Fig. 1: ports around the boundary
Pins as bars across the die edge, other pins in gray.
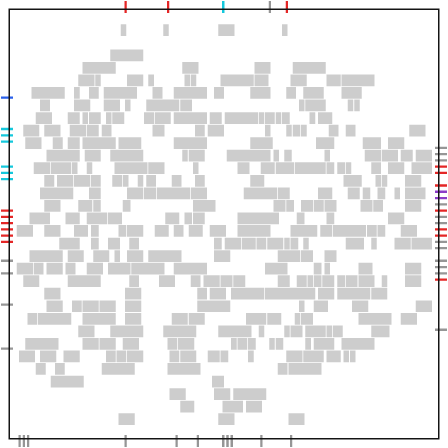
Fig. 2: routing congestion map
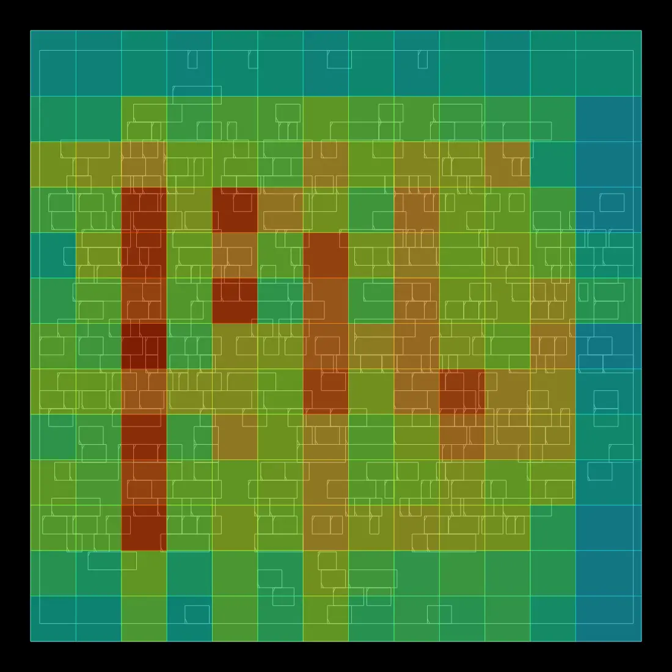
Fig. 3: clock distribution
The bar under the picture is 20 µm long.
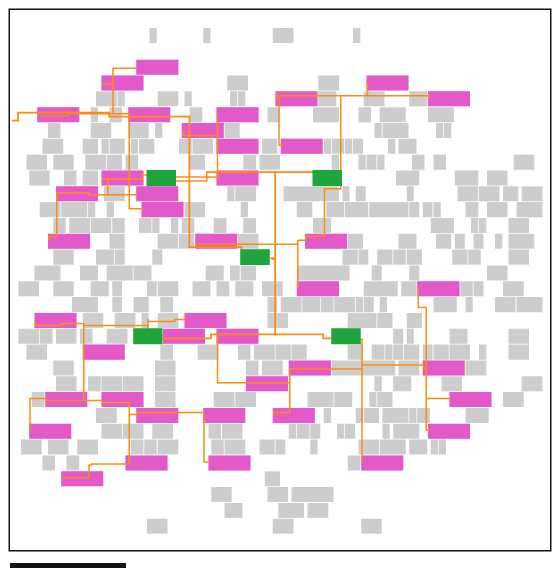
Fig. 4: sequential cells grouped by signal name
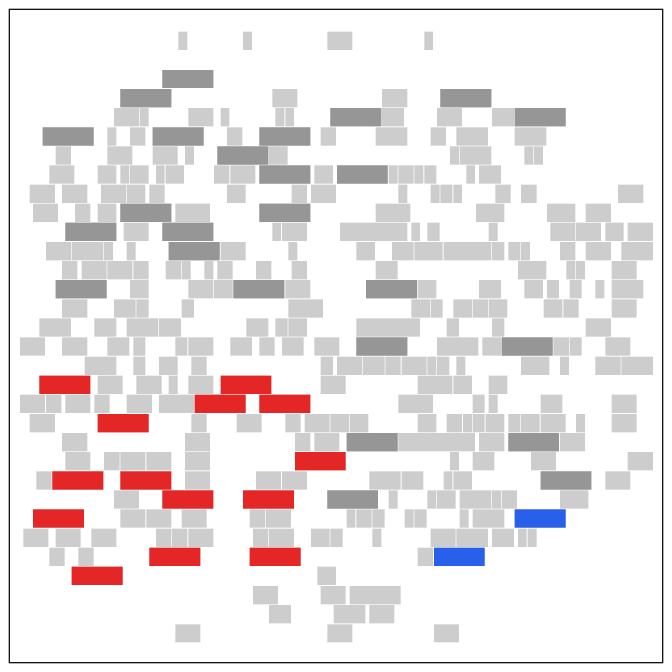
Fig. 5: metal layers overlaid
The bar under the picture is 20 µm long.
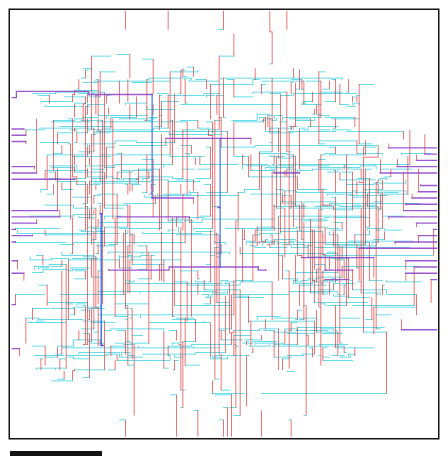
Design usb_ep_ring, sky130hd; sources not shown.
==> summary.txt <==
Entry: Yosys synthesis followed by OpenROAD place and route.

Clock tree:
- The run gives the total of cells resized after clock tree synthesis as 2.
- The run puts the hold buffer count at CTS at 0.
- The clock drives about 41 sinks.
- The run gives the clock transition time at the flip-flop clock pins of the worst setup and hold paths as approximately 0.080 ns.
- After clock tree synthesis, the setup repair step added 0 buffers.
- TritonCTS built the clock tree.
- CTS placed an instance of sky130_fd_sc_hd__clkbuf_8 at the clock tree root.
- The run gives the CTS buffer count as 5.
- In this run the number of H-tree levels came out at 2.

Pwr:
- The run puts the share of total power in combinational logic at a little over a fifth.
- In the power breakdown, the internal column shows 0.000762 W.
- The run gives the leakage power of the design as between 1 and 1.5 nW.
- Summing internal, switching and leakage power gives between 0.001 and 0.0015 W.
- The flow reported a cell area power density of around 320 nW/µm².
- The analysis reports a worst IR drop on VDD of roughly 0.00019 V.
- The run puts the part of the total power dissipated in sequential elements at between 40% and 50%.
- The run gives the switching power share of the total as 26.7%.
- The run puts the total net switching power at approximately 0.00028 W.

Cells and area:
- The layout has 812 filler cells.
- The count of cells in the finished layout, fillers not included, comes to around 430.
- The run puts the share of layout cells above drive strength 1 at between 10% and 20%.
- The run gives the inverter count as 7.
- The layout report lists the clock-cell share of area as around 3.4%.
- By area, the class that comes first in the final layout consists of multi-input combinational cells.
- Multi-input gates account for a little under half of the area.
- Non-clock buffering takes up between 10% and 20% of total cell area after layout.
- The run puts the post-synthesis to final-layout area growth at 32.6%.
- The run puts the number of multi-input combinational cells in the layout at roughly 210.
- The run puts the number of antenna cells inserted at 0.
- The run puts the count of nets after finishing at about 360.
- Leaving out fill and tap cells, the most frequent cell in the layout is sky130_fd_sc_hd__mux2i_1.
- The run gives the total of plain and repair buffers excluding clock buffers as between 60 and 70.
- In the layout the commonest cells are sky130_fd_sc_hd__mux2i_1, sky130_fd_sc_hd__dfxtp_1, sky130_fd_sc_hd__clkdlybuf4s50_1.

Final timing:
- The run gives the count of endpoints failing setup in the final report as 0.
- The pin closest to its max-slew limit shows a slew of 0.684 ns.
- Setup repair after global routing left no endpoint under its margin.
- The run gives the maximum frequency from static timing analysis as 0.265 GHz.
- Of the available clock period, the critical path in the final layout requires a little over nine tenths.
- The run puts the shortest period the worst path allows at approximately 3.8 ns.
- In the post-route analysis, the smallest setup slack over all paths is between 0.05 and 0.06 ns.
- The run gives the count of pins over their slew limit as 0.
- The run gives the final number of hold-violating endpoints as 0.

Worst setup path:
- In this run the number of cells on the critical path is 4.
- The run puts the number of buffers and inverters on the critical path at 3.
- For the worst setup path, the data arrival time is 2.63 ns.
- The run puts the path depth of the worst reg2reg path at 12.
- The run puts the worst-case register-to-register setup slack at roughly 1.5 ns.
- The run gives the critical path class as in -> out.
- STA classifies the critical path startpoint as an input pin.
- The timing report shows that the slowest cell on the worst path is sky130_fd_sc_hd__clkdlybuf4s50_1.
- The run gives the required time of the worst setup path as 2.68 ns.
- The run puts the top fanout value on the critical path at 10.
- The most numerous cell type found on the critical path is sky130_fd_sc_hd__clkdlybuf4s50_1.
- The signal on the critical path passes through clkdlybuf4s50_1 -> buf_4 -> mux2_2 -> clkdlybuf4s50_1.
- The run gives the cell type group with the largest total delay on the critical path as buffers and inverters.
- The run gives the peak per-stage delay on the critical path as 0.48 ns.

Flow run:
- The run puts the number of logged tool warnings at 29.
- The run puts the number of max-cap violations at 0.

Routing:
- The run puts the met2 wire length at 2.76 mm.
- The run gives the total iterations of the first detailed-routing run as 4.
- Signal nets in the final route climb as high as met4.
- The run puts the post-detailed-route DRC marker count at 0.
- The violation tally recorded at the end of detailed-routing iteration 0 is between 40 and 50.
- The run puts the length of routed wiring on met1 at between 3 and 4 mm.
- Dividing the detail-routed via count by the number of cells gives between 4 and 5.

Die:
- The run gives the floorplan-stage core utilization as approximately a third.
- The run puts the placeable core region at around 7800 µm².
- The run gives the number of top-level pins as 54.
- The run gives the overall die area as 8610 µm².
- The run gives the number of cell rows as 32.

Yosys:
- A synthesized cell averages about 9.1 µm².
- The run puts the warning count from the yosys run at 6.
- The run puts the count of mapped cells out of synthesis at between 200 and 300.

Place:
- Logged for this run, the post-placement worst setup slack is -0.155 ns.
- Once placement completed, the tool counted placed cells totaling roughly 420.
- The run gives the global placer's final weighted congestion as around 0.83.
- The run gives the final HPWL from detailed placement as 4.63 mm.

GRT:
- Global routing used 4.19% of the available met3 tracks.
- The run gives the number of global-route vias before repair as 2075.
- The run puts the remaining global-route overflow at 0.
- The run gives the number of antenna violations at the first check in global routing as 0.
- The run gives the pin count of the biggest net entering global routing as 22.

Outcome:
- The run finished with clean final reports.

Hold path:
- Checking hold timing, the worst path is listed with class reg -> reg.
- In the hold timing report, the worst path depth is 2.
About Fig. 1:
- `clk`: blue (pins 1; direction input; edge west)
- `cnt`: cyan (pins 7; direction input; edge 6 west, 1 north)
- `ctrl_rd_data`: red (pins 16; direction output; edge 7 east, 6 west, 3 north)
- `handshake`: purple (pins 2; direction output; edge east)
- all pins by edge: 21 east, 17 west, 11 south, 5 north
vertical die dimension: 92.8 µm
number of input and output port buffers inserted: 47
width of the die: 92.8 µm

About Fig. 2:
final core utilization: 41.8%
All-Layer GR Usage: 15.2%
global-route track usage on met1: 19.7%
met2 usage: 25.0%
peak-usage layer in the global routing report: met2

About Fig. 3:
- clock wires: orange (length 594 µm)
- flip-flops: magenta (count 41)
- clock-net drivers: green (count 5)
- routed clock nets: 6
- flops lie: spread over the die
Clock Power: 0.000355 W
Clk pwr share: 34.1%
worst-skew pair later-pin latency: 0.30 ns
setup clock skew after layout: 0.00434 ns

About Fig. 4:
- `cnt_in_q`: red (placed flops 14)
- `u_in/fill`: blue (placed flops 2)
- not colored: 25
register share of the cell area: 25.0%
power dissipated in sequential cells: 0.000463 W

About Fig. 5:
- M4: blue (wire length 78.9 µm)
- M1: cyan (wire length 3040 µm)
- M2: red (wire length 2760 µm)
- M3: purple (wire length 350 µm)
vias: 2046
Final Routed Wirelength: 6.23 mm
average routed wire per standard cell: 14.5 µm

[power by group through the flow]
| stage | Combinational, W | Sequential, W | Clock [W] |
|---|---|---|---|
| floorplan | 0.000126 | 0.000466 | 0 |
| global placement | 0.000220 | 0.000473 | 0 |
| detailed placement | 0.000220 | 0.000474 | 0 |
| CTS | 0.000223 | 0.000463 | 0.000371 |
| global route | 0.000244 | 0.000467 | 0.000390 |
| finish | 0.000221 | 0.000463 | 0.000355 |
[stage by stage]
stage	TNS, ns	hold WS [ns]	cell area, µm²
after floorplan	0	0.433	2480
after global placement	-0.179	0.441	3120
after detailed placement	-0.155	0.454	3120
after CTS	0	0.467	3240
after global routing	0	0.487	3280
final	0	0.463	3280
Power and IR drop assume default switching activity.
